[src/rtl/cordic_pkg.sv]
// cordic_pkg: shared CORDIC types and constants (FSM states, modes, atan table, 1/K shift-add terms, binary angles)
package cordic_pkg;
  typedef enum logic [1:0] {IDLE, BUSY, SCALE, DONE} state_t;
  localparam logic MODE_ROT = 1'b0;
  localparam logic MODE_VEC = 1'b1;
  localparam logic [31:0] PI = 32'h8000_0000;
  localparam logic [31:0] HALF_PI = 32'h4000_0000;
  // atan(2^-i) as 32-bit binary angles; users keep the top DATA_WIDTH bits
  localparam logic [31:0] ATAN_TAB [32] = '{
    32'h2000_0000, 32'h12E4_051D, 32'h09FB_385B, 32'h0511_11D4,
    32'h028B_0D43, 32'h0145_D7E1, 32'h00A2_F61E, 32'h0051_7C55,
    32'h0028_BE53, 32'h0014_5F2F, 32'h000A_2F98, 32'h0005_17CC,
    32'h0002_8BE6, 32'h0001_45F3, 32'h0000_A2F9, 32'h0000_517C,
    32'h0000_28BE, 32'h0000_145F, 32'h0000_0A2F, 32'h0000_0517,
    32'h0000_028B, 32'h0000_0145, 32'h0000_00A2, 32'h0000_0051,
    32'h0000_0028, 32'h0000_0014, 32'h0000_000A, 32'h0000_0005,
    32'h0000_0002, 32'h0000_0001, 32'h0000_0000, 32'h0000_0000
  };
  // 1/K ~= 2^-1 + 2^-3 - 2^-6 - 2^-9 - 2^-12 + 2^-14 + 2^-16
  localparam int SCALE_TERMS = 7;
  localparam int SCALE_SH [SCALE_TERMS] = '{1, 3, 6, 9, 12, 14, 16};
  localparam logic [SCALE_TERMS-1:0] SCALE_NEG = 7'b0011100;
  function automatic logic signed [63:0] scale_inv_k(input logic signed [63:0] v);
    logic signed [63:0] acc;
    logic signed [63:0] t;
    acc = '0;
    for (int j = 0; j < SCALE_TERMS; j++) begin
      t = (v <<< 16) >>> SCALE_SH[j];
      acc = SCALE_NEG[j] ? acc - t : acc + t;
    end
    return (acc + 64'sd32768) >>> 16;
  endfunction
endpackage

[src/rtl/cordic_micro_rot.sv]
// cordic_micro_rot: one combinational CORDIC micro-rotation for iteration index iter
module cordic_micro_rot
  import cordic_pkg::*;
#(
  parameter int DATA_WIDTH = 16
) (
  input  logic [DATA_WIDTH+1:0] x,
  input  logic [DATA_WIDTH+1:0] y,
  input  logic [DATA_WIDTH-1:0] z,
  input  logic                  mode,
  input  logic [4:0]            iter,
  output logic [DATA_WIDTH+1:0] nx,
  output logic [DATA_WIDTH+1:0] ny,
  output logic [DATA_WIDTH-1:0] nz
);
  logic signed [DATA_WIDTH+1:0] xs, ys;
  logic [DATA_WIDTH-1:0] a;
  logic neg;
  assign xs = $signed(x) >>> iter;
  assign ys = $signed(y) >>> iter;
  assign a = DATA_WIDTH'(ATAN_TAB[iter] >> (32 - DATA_WIDTH));
  // neg means d = -1; sign(0) counts as positive
  assign neg = (mode == MODE_VEC) ? ~y[DATA_WIDTH+1] : z[DATA_WIDTH-1];
  assign nx = neg ? x + ys : x - ys;
  assign ny = neg ? y - xs : y + xs;
  assign nz = neg ? z + a : z - a;
endmodule

[src/rtl/cordic_iter.sv]
// cordic_iter: iterative rotation/vectoring CORDIC with valid/ready and tag pass-through
// Define CORDIC_GAIN_COMP_EN to add a SCALE state that removes the CORDIC gain K.
module cordic_iter
  import cordic_pkg::*;
#(
  parameter int DATA_WIDTH     = 16,
  parameter int NUM_ITER       = 12,
  parameter int ITER_PER_CYCLE = 3,
  parameter int TAG_WIDTH      = 4
) (
  input  logic                  i_clk,
  input  logic                  i_rst,
  input  logic                  i_vld,
  output logic                  o_rdy,
  input  logic                  i_mode,
  input  logic [TAG_WIDTH-1:0]  i_tag,
  input  logic [DATA_WIDTH-1:0] i_x,
  input  logic [DATA_WIDTH-1:0] i_y,
  input  logic [DATA_WIDTH-1:0] i_z,
  output logic                  o_vld,
  input  logic                  i_rdy,
  output logic [TAG_WIDTH-1:0]  o_tag,
  output logic [DATA_WIDTH+1:0] o_x,
  output logic [DATA_WIDTH+1:0] o_y,
  output logic [DATA_WIDTH-1:0] o_z
);
  localparam int XW = DATA_WIDTH + 2;
  localparam int P = NUM_ITER / ITER_PER_CYCLE;
  localparam int PW = $clog2(P + 1);
  localparam logic [PW-1:0] LAST = PW'(P - 1);
  localparam logic [DATA_WIDTH-1:0] PI_B = PI[31 -: DATA_WIDTH];
  localparam logic signed [DATA_WIDTH-1:0] HALF_B = HALF_PI[31 -: DATA_WIDTH];
  state_t state;
  logic [PW-1:0] pass_r;
  logic mode_r;
  logic signed [XW-1:0] x_r, y_r;
  logic [DATA_WIDTH-1:0] z_r;
  logic signed [XW-1:0] ext_x, ext_y, pre_x, pre_y;
  logic [DATA_WIDTH-1:0] pre_z;
  logic flip;
  assign ext_x = {{2{i_x[DATA_WIDTH-1]}}, i_x};
  assign ext_y = {{2{i_y[DATA_WIDTH-1]}}, i_y};
  assign flip = (i_mode == MODE_VEC) ? i_x[DATA_WIDTH-1]
              : ($signed(i_z) > HALF_B || $signed(i_z) < -HALF_B);
  assign pre_x = flip ? -ext_x : ext_x;
  assign pre_y = flip ? -ext_y : ext_y;
  // a shift by +/-pi is a top-bit flip in modulo-2pi binary angles
  assign pre_z = (i_mode == MODE_VEC) ? (flip ? PI_B : '0) : (flip ? i_z ^ PI_B : i_z);
  logic [XW-1:0] cx [ITER_PER_CYCLE+1];
  logic [XW-1:0] cy [ITER_PER_CYCLE+1];
  logic [DATA_WIDTH-1:0] cz [ITER_PER_CYCLE+1];
  assign cx[0] = x_r;
  assign cy[0] = y_r;
  assign cz[0] = z_r;
  for (genvar k = 0; k < ITER_PER_CYCLE; k++) begin : g_rot
    cordic_micro_rot #(.DATA_WIDTH(DATA_WIDTH)) u_rot (
      .x(cx[k]), .y(cy[k]), .z(cz[k]), .mode(mode_r),
      .iter(5'(int'(pass_r) * ITER_PER_CYCLE + k)),
      .nx(cx[k+1]), .ny(cy[k+1]), .nz(cz[k+1])
    );
  end
`ifdef CORDIC_GAIN_COMP_EN
  logic signed [XW-1:0] sx, sy;
  assign sx = XW'(scale_inv_k(64'(x_r)));
  assign sy = XW'(scale_inv_k(64'(y_r)));
`endif
  always_ff @(posedge i_clk) begin
    if (i_rst) begin
      state <= IDLE;
      pass_r <= '0;
      mode_r <= MODE_ROT;
      x_r <= '0;
      y_r <= '0;
      z_r <= '0;
      o_tag <= '0;
      o_vld <= 1'b0;
      o_rdy <= 1'b0;
    end else begin
      case (state)
        IDLE: begin
          o_rdy <= 1'b1;
          if (o_rdy && i_vld) begin
            x_r <= pre_x;
            y_r <= pre_y;
            z_r <= pre_z;
            mode_r <= i_mode;
            o_tag <= i_tag;
            pass_r <= '0;
            o_rdy <= 1'b0;
            state <= BUSY;
          end
        end
        BUSY: begin
          x_r <= cx[ITER_PER_CYCLE];
          y_r <= cy[ITER_PER_CYCLE];
          z_r <= cz[ITER_PER_CYCLE];
          pass_r <= pass_r + 1'b1;
          if (pass_r == LAST) begin
`ifdef CORDIC_GAIN_COMP_EN
            state <= SCALE;
`else
            state <= DONE;
            o_vld <= 1'b1;
`endif
          end
        end
`ifdef CORDIC_GAIN_COMP_EN
        SCALE: begin
          x_r <= sx;
          y_r <= sy;
          state <= DONE;
          o_vld <= 1'b1;
        end
`endif
        DONE: begin
          if (i_rdy) begin
            o_vld <= 1'b0;
            o_rdy <= 1'b1;
            state <= IDLE;
          end
        end
        default: state <= IDLE;
      endcase
    end
  end
  assign o_x = x_r;
  assign o_y = y_r;
  assign o_z = z_r;
endmodule

[config.mk]
export PLATFORM = sky130hd
export DESIGN_NAME = cordic_iter
export DESIGN_NICKNAME = d
export VERILOG_FILES = /design/src/rtl/cordic_pkg.sv /design/src/rtl/cordic_micro_rot.sv /design/src/rtl/cordic_iter.sv
export SDC_FILE = /design/constraint.sdc
export NUM_CORES = 1
export LEC_CHECK = 0
export CAP_MARGIN = 40
export CORE_ASPECT_RATIO = 0.75
export CORE_MARGIN = 8
export CORE_UTILIZATION = 37
export CTS_CLUSTER_SIZE = 30
export DETAILED_ROUTE_END_ITERATION = 10
export PLACE_DENSITY_LB_ADDON = 0.05
export SYNTH_ARGS = -nofsm -noshare
export SYNTH_HDL_FRONTEND = slang
export SYNTH_SLANG_ARGS = --single-unit
[constraint.sdc]
create_clock -name i_clk -period 26.9 [get_ports i_clk]
set_input_delay 5.38 -clock i_clk [delete_from_list [all_inputs] [get_ports i_clk]]
set_output_delay 5.38 -clock i_clk [all_outputs]
set_load 0.01 [all_outputs]
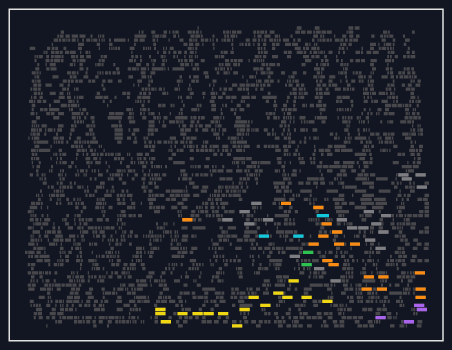
run_1/flops_by_reg.png
(1.5 px per um)
legend:
  o_z:
    colour: yellow
    sequential_cells: 16
    where: bottom middle
  o_x:
    colour: orange
    sequential_cells: 18
    where: bottom right
  o_tag:
    colour: purple
    sequential_cells: 4
    where: bottom right
  pass_r:
    colour: cyan
    sequential_cells: 3
  state:
    colour: green
    sequential_cells: 2
fin util: 41.63%
flop share of the area: 5.651%

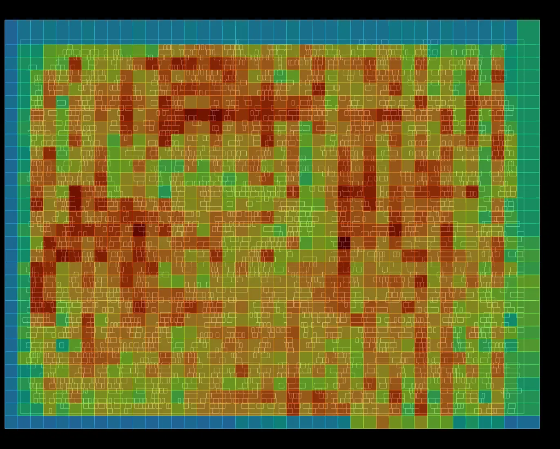
run_1/congestion.png
WL/cell: 27.60 um
gr usage total: 30.92%
GR Util met1: 47.14%
GR Layer Usage met3: 7.195%
gr busiest metal: met1

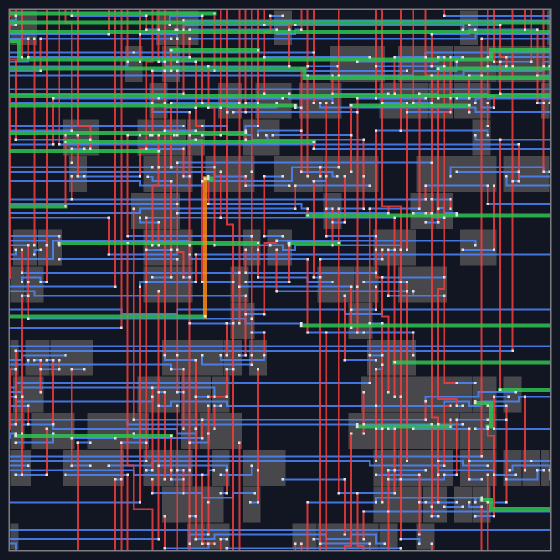
run_1/detail.png
Window x 124 to 164, y 134 to 174 um. Cells in grey, sequential cells in the stronger grey; small squares are vias.
legend:
  metal 4:
    colour: orange
  metal 3:
    colour: green
  metal 1:
    colour: blue
  metal 2:
    colour: red
sequential cells in the window: 0
cells with their middle in the window: 91
most frequent: nand2_1 (16), o21ai_0 (12), mux2i_1 (11)

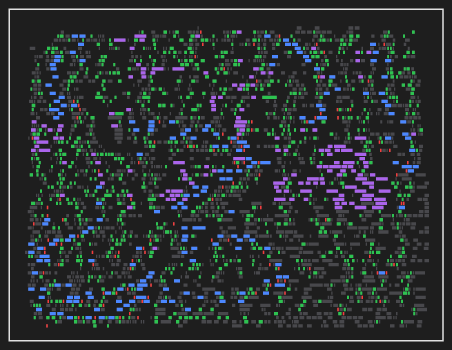
run_1/logic_types.png
(1.5 px per um)
legend:
  fa/ha/maj cells:
    colour: blue
    cells: 184
    where: spread over the die
  mux cells:
    colour: purple
    cells: 152
  inv cells:
    colour: red
    cells: 115
    where: spread over the die
  aoi and oai cells:
    colour: green
    cells: 830
    where: spread over the die
logic share of the area: 79.98%
Commonest Layout Cell: nor2_1
non-filler cells, final: 3,708

==> run 1: layout by cell type (no fill, tap or decap), drive strengths merged, types with 20 or more instances in the layout <==
master and count:
buf 67, o21ai 223, or2 20, o21a 45
nor2b 25, nand4 23, nand2b 30, mux2 44
and2 21, o21bai 24, dfxtp 64, a211oi 76
clkdlybuf4s50 113, nand2 307, a21boi 20, a31oi 45
nor2 338, a21o 58, nand3 45, a21oi 260
o22ai 20, inv 112, ha 175, xor2 99
nor3 76, xnor2 174, and3 32, o211ai 42
mux2i 73, mux4 35
==> run 1: flip-flops by register name, summed over array words and instances (netlist names) <==
name,cells
o_vld,1
o_tag,4
o_x,18
state,2
o_y,18
mode_r,1
o_z,16
pass_r,3
o_rdy,1
==> flow_summary.yaml, run 1 <==
# implementation run metrics
synthesis:
  synth-seq-cells: 64
  syn_nets: 3213
  ys_top_cells_by_area: "ha_1 11%, xnor2_1 7.2%, a21oi_1 6.3%"
  synth_area_um2: 20550
  ys_cells: 2972
  yosys_area_um2: 20550
  muxShareOfSynthArea_pct: 9.823
  ys_sh_adder_pct: 11.53
  syn_inst: 2972
  yosysWarnings: 0
  ys_types: 106
  ys_seq_share_pct: 6.236
  avgSynthCellArea_um2: 6.913
  yosys.area.top_type_share_pct: 10.66
  synthXorXnorAreaFrac_pct: 12.00
  largest_area_cell: "ha_1"
  simple_gate_share_pct: 22.58
  ff_type: "dfxtp_1"
  top_cell: "nor2_1"
  aoi_share_pct: 32.03
  common_cells: "337 x nor2_1, 307 x nand2_1, 258 x a21oi_1"
  edf_count: 0
  async_reset_ff_share_pct: 0
route:
  maxUsedRoutingLayer: "met4"
  wl_met3_um: 11180
  first_pass_iters: 6
  drt_first_iter_violations: 3226
  wl_um: 102300
  routed-wl-met2_um: 40410
  drtAntennaViolNets: 0
  vias: 23931
  drc: 0
  met1_length_um: 48910
  vias_per_cell: 6.454
die:
  io_pins: 115
  die_x_um: 288.1
  die_y_um: 220.1
  chipArea_um2: 63400
  nWellTaps: 722
  core.rowCount: 74
  core_um2: 54630
  initCoreUtil_pct: 37.61
final_timing:
  period_minus_slack_ns: 18.00
  slew_headroom_pct: 35.82
  fmax_mhz: 55.56
  tightest_slew_ns: 0.9559
  min_period_over_period_pct: 66.90
  worst_slack_ns: 8.903
  setup_violations: 0
  fin_skew_ns: 0.008099
  rsz0062_at_grt: "false"
  fin_tns_setup_ns: 0
  slew_viol_final: 0
  whs_ns: 0.4645
cells_and_area:
  diodes: 0
  fillers: 5824
  inv_count: 115
  clk_share_pct: 1.249
  clock_buffers: 10
  mi_logic_area_um2: 18190
  buffer_area_share_pct: 7.246
  top_area_cell_class: "multi-input combinational cells"
  seq_area_um2: 1285
  layout-drive-gt1-share_pct: 8.272
  signal_buffers: 181
  area.growth.synth_to_final_pct: 10.68
  nets: 3222
  logic_gate_count: 2610
  seq_cells: 64
  final_area_um2: 22740
setup_path:
  path_class: "flop to flop"
  crit_end: "o_x[16]$_SDFFE_PP0P_"
  required_ns: 27.10
  reg2reg_to: "o_x[16]$_SDFFE_PP0P_"
  r2r_start: "pass_r[2]$_SDFFE_PP0P_"
  crit_start: "pass_r[2]$_SDFFE_PP0P_"
  critical_path.top_delay_family: "AND-OR/OR-AND gates"
  r2r_cells: 64
  r2r_slack_ns: 8.90
  start_kind: "flop"
  critPathMaxStageDelay_ns: 0.76
  critPathArrivalTime_ns: 18.19
  critPathBufInv: 5
  worst_path_max_delay_cell: "ha_1"
  cp.depth: 64
  critical_path.max_fanout: 37
  path_common_cell: "o21ai_0"
  cp-end-kind: "flop"
grt:
  grt_pass1_wl_um: 148900
  met2_usage_pct: 43.58
  antenna_found_initial: 3
  grt_pass1_vias: 21788
  grt_max_degree: 66
  grt_overflow_total: 0
place:
  preCtsSetupSlack_ns: 9.519
  dp.cells: 3690
  dp_hpwl_um: 82970
  gp_congestion: 1.010
  portBuffers: 114
  place_area_um2: 22440
clocking:
  cts_root_buffer: "clkbuf_16"
  insertion_delay_ns: 0.35
  cts.path.max_buffers: 2
  post_cts_resized: 0
  htreeDepth: 3
  cts_tree: "built"
  cts_hold_buf: 0
  cts.clk_slew.worst_paths_ns: 0.06
  clock-sinks: 64
  post_cts_buffers: 0
run:
  warnings: 38
  drv_cap: 0
status:
  status: "finished clean"
min_path:
  holdPathStages: 2
  hp-class: "flop to flop"
  hp-start: "o_tag[1]$_SDFFE_PP0P_"
==> run 2: changes to the inputs <==
clock period = 17.6 ns   (was 26.9 ns; I/O delays follow)
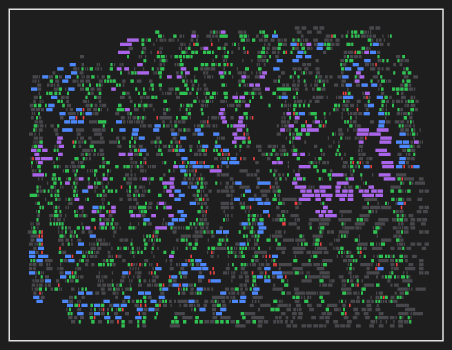
run_2/logic_types.png
(1.5 px per um)
legend:
  fa/ha/maj cells:
    colour: blue
    cells: 184
    where: spread over the die
  mux cells:
    colour: purple
    cells: 152
  aoi and oai cells:
    colour: green
    cells: 830
    where: spread over the die
  inv cells:
    colour: red
    cells: 115
    where: spread over the die

==> run 2 against run 1 <==
  * Clock skew rose by 0.0020 ns
  * Wire length is 3.1% lower
  * First-iteration DRC count decreased by 1.3%
  * Via count decreased by 0.63%
  * Synthesized cell count stayed put
  * Global-route usage shrank 1.3 points
  * Core utilization rose by 0.11 points
  * Final cell count is essentially flat
  * Hold slack worse by 0.0025 ns
  * Largest cell class unchanged
==> flow_summary.yaml, run 2 <==
# implementation run metrics
synthesis:
  avgSynthCellArea_um2: 6.913
  ys_top_cells_by_area: "ha_1 11%, xnor2_1 7.2%, a21oi_1 6.3%"
  aoi_share_pct: 32.03
  ys_sh_adder_pct: 11.53
  async_reset_ff_share_pct: 0
  simple_gate_share_pct: 22.58
  ys_types: 106
  ys_seq_share_pct: 6.236
  ff_type: "dfxtp_1"
  synthXorXnorAreaFrac_pct: 12.00
  yosys.area.top_type_share_pct: 10.66
  syn_nets: 3213
  ys_cells: 2972
  yosysWarnings: 0
  syn_inst: 2972
  edf_count: 0
  netlist_logic_family_top: "AND-OR/OR-AND gates"
  muxShareOfSynthArea_pct: 9.823
  synth_area_um2: 20550
  largest_area_cell: "ha_1"
  yosys_area_um2: 20550
  synth-seq-cells: 64
  top_cell: "nor2_1"
  common_cells: "337 x nor2_1, 307 x nand2_1, 258 x a21oi_1"
grt:
  busiest_layer: "met1"
  grt_pass1_wl_um: 143500
  antenna_found_initial: 9
  grt_max_degree: 66
  grt_pass1_vias: 21317
  grt_use_met3_pct: 5.929
  grt_overflow_total: 0
clocking:
  cts.clk_slew.worst_paths_ns: 0.07
  cts_root_buffer: "clkbuf_16"
  cts.path.max_buffers: 2
  clock-sinks: 64
  insertion_delay_ns: 0.35
  numCtsBuffers: 9
  cts_tree: "built"
  cts_hold_buf: 0
  htreeDepth: 3
die:
  initCoreUtil_pct: 37.61
  core.rowCount: 74
  core_um2: 54630
  io_pins: 115
  chipArea_um2: 63400
  die_x_um: 288.1
  die_y_um: 220.1
route:
  vias_per_cell: 6.415
  maxUsedRoutingLayer: "met5"
  wl_um: 99200
  vias: 23781
  wl_met3_um: 10730
  met1_length_um: 47370
  drtAntennaViolNets: 0
  drt_first_iter_violations: 3184
  routed-wl-met2_um: 38620
  drc: 0
  first_pass_iters: 6
cells_and_area:
  fillers: 5766
  fin_cells: 3707
  diodes: 0
  utilization_pct: 41.74
  final_area_um2: 22800
  layout_top_cell: "nor2_1"
  area.growth.synth_to_final_pct: 10.99
  nets: 3221
  final_cell_mix: "336 x nor2_1, 307 x nand2_1, 257 x a21oi_1"
  layout-drive-gt1-share_pct: 8.610
final_timing:
  tightest_slew_ns: 1.044
  min_period_over_period_pct: 92.78
  fmax_mhz: 61.24
  rsz0062_at_grt: "false"
  period_minus_slack_ns: 16.33
  fin_tns_setup_ns: 0
  fin_skew_ns: 0.01010
  worst_slack_ns: 1.270
  hold_viol_final: 0
  slew_headroom_pct: 29.76
  setup_violations: 0
  whs_ns: 0.4620
  slew_viol_final: 0
setup_path:
  cp-end-kind: "flop"
  critPathArrivalTime_ns: 16.54
  required_ns: 17.81
  critPathMaxStageDelay_ns: 0.69
  path_class: "flop to flop"
  start_kind: "flop"
  critical_path.max_fanout: 43
  crit_end: "o_y[17]$_SDFFE_PP0P_"
  crit_start: "pass_r[0]$_SDFFE_PP0P_"
  r2r_cells: 65
  path_common_cell: "o21ai_0"
  critical_path.top_delay_family: "AND-OR/OR-AND gates"
  r2r_start: "pass_r[0]$_SDFFE_PP0P_"
  r2r_slack_ns: 1.27
  worst_path_max_delay_cell: "dfxtp_4"
  cp.depth: 65
  critPathBufInv: 3
  reg2reg_to: "o_y[17]$_SDFFE_PP0P_"
min_path:
  holdPathStages: 2
  hp-class: "flop to flop"
  hp-start: "o_tag[3]$_SDFFE_PP0P_"
  min_to: "o_tag[3]$_SDFFE_PP0P_"
status:
  status: "finished clean"
place:
  preCtsSetupSlack_ns: 1.002
  gp_congestion: 1.002
  place_area_um2: 22410
  dp.cells: 3686
  portBuffers: 114
  dp_hpwl_um: 79930
run:
  warnings: 38
  drv_cap: 0
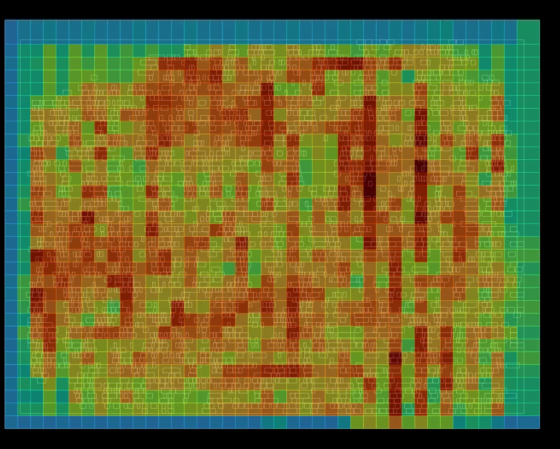
run_2/congestion.png
gr usage total: 29.66%
GR Util met1: 45.36%
WL/cell: 26.76 um
met2 Use GR: 41.93%

run 2: cell counts after synthesis:
No cell type changed its count.
run 2: final cells by class:
class / instances / area (um2) / area share [%]
Clock buffer: 10 / 239.0 / 1.048
Clock inverter: 6 / 43.79 / 0.1920
Tap cell: 722 / 903.4 / 3.962
Timing Repair Buffer: 180 / 1659 / 7.276
Sequential cell: 64 / 1286 / 5.641
Inverter: 115 / 437.9 / 1.920
Multi-Input combinational cell: 2610 / 18230 / 79.96
run 2: what timing repair did:
item,in CTS,in global routing
resized,0,14
setup endpoints to repair,0,12
buffers inserted,0,5
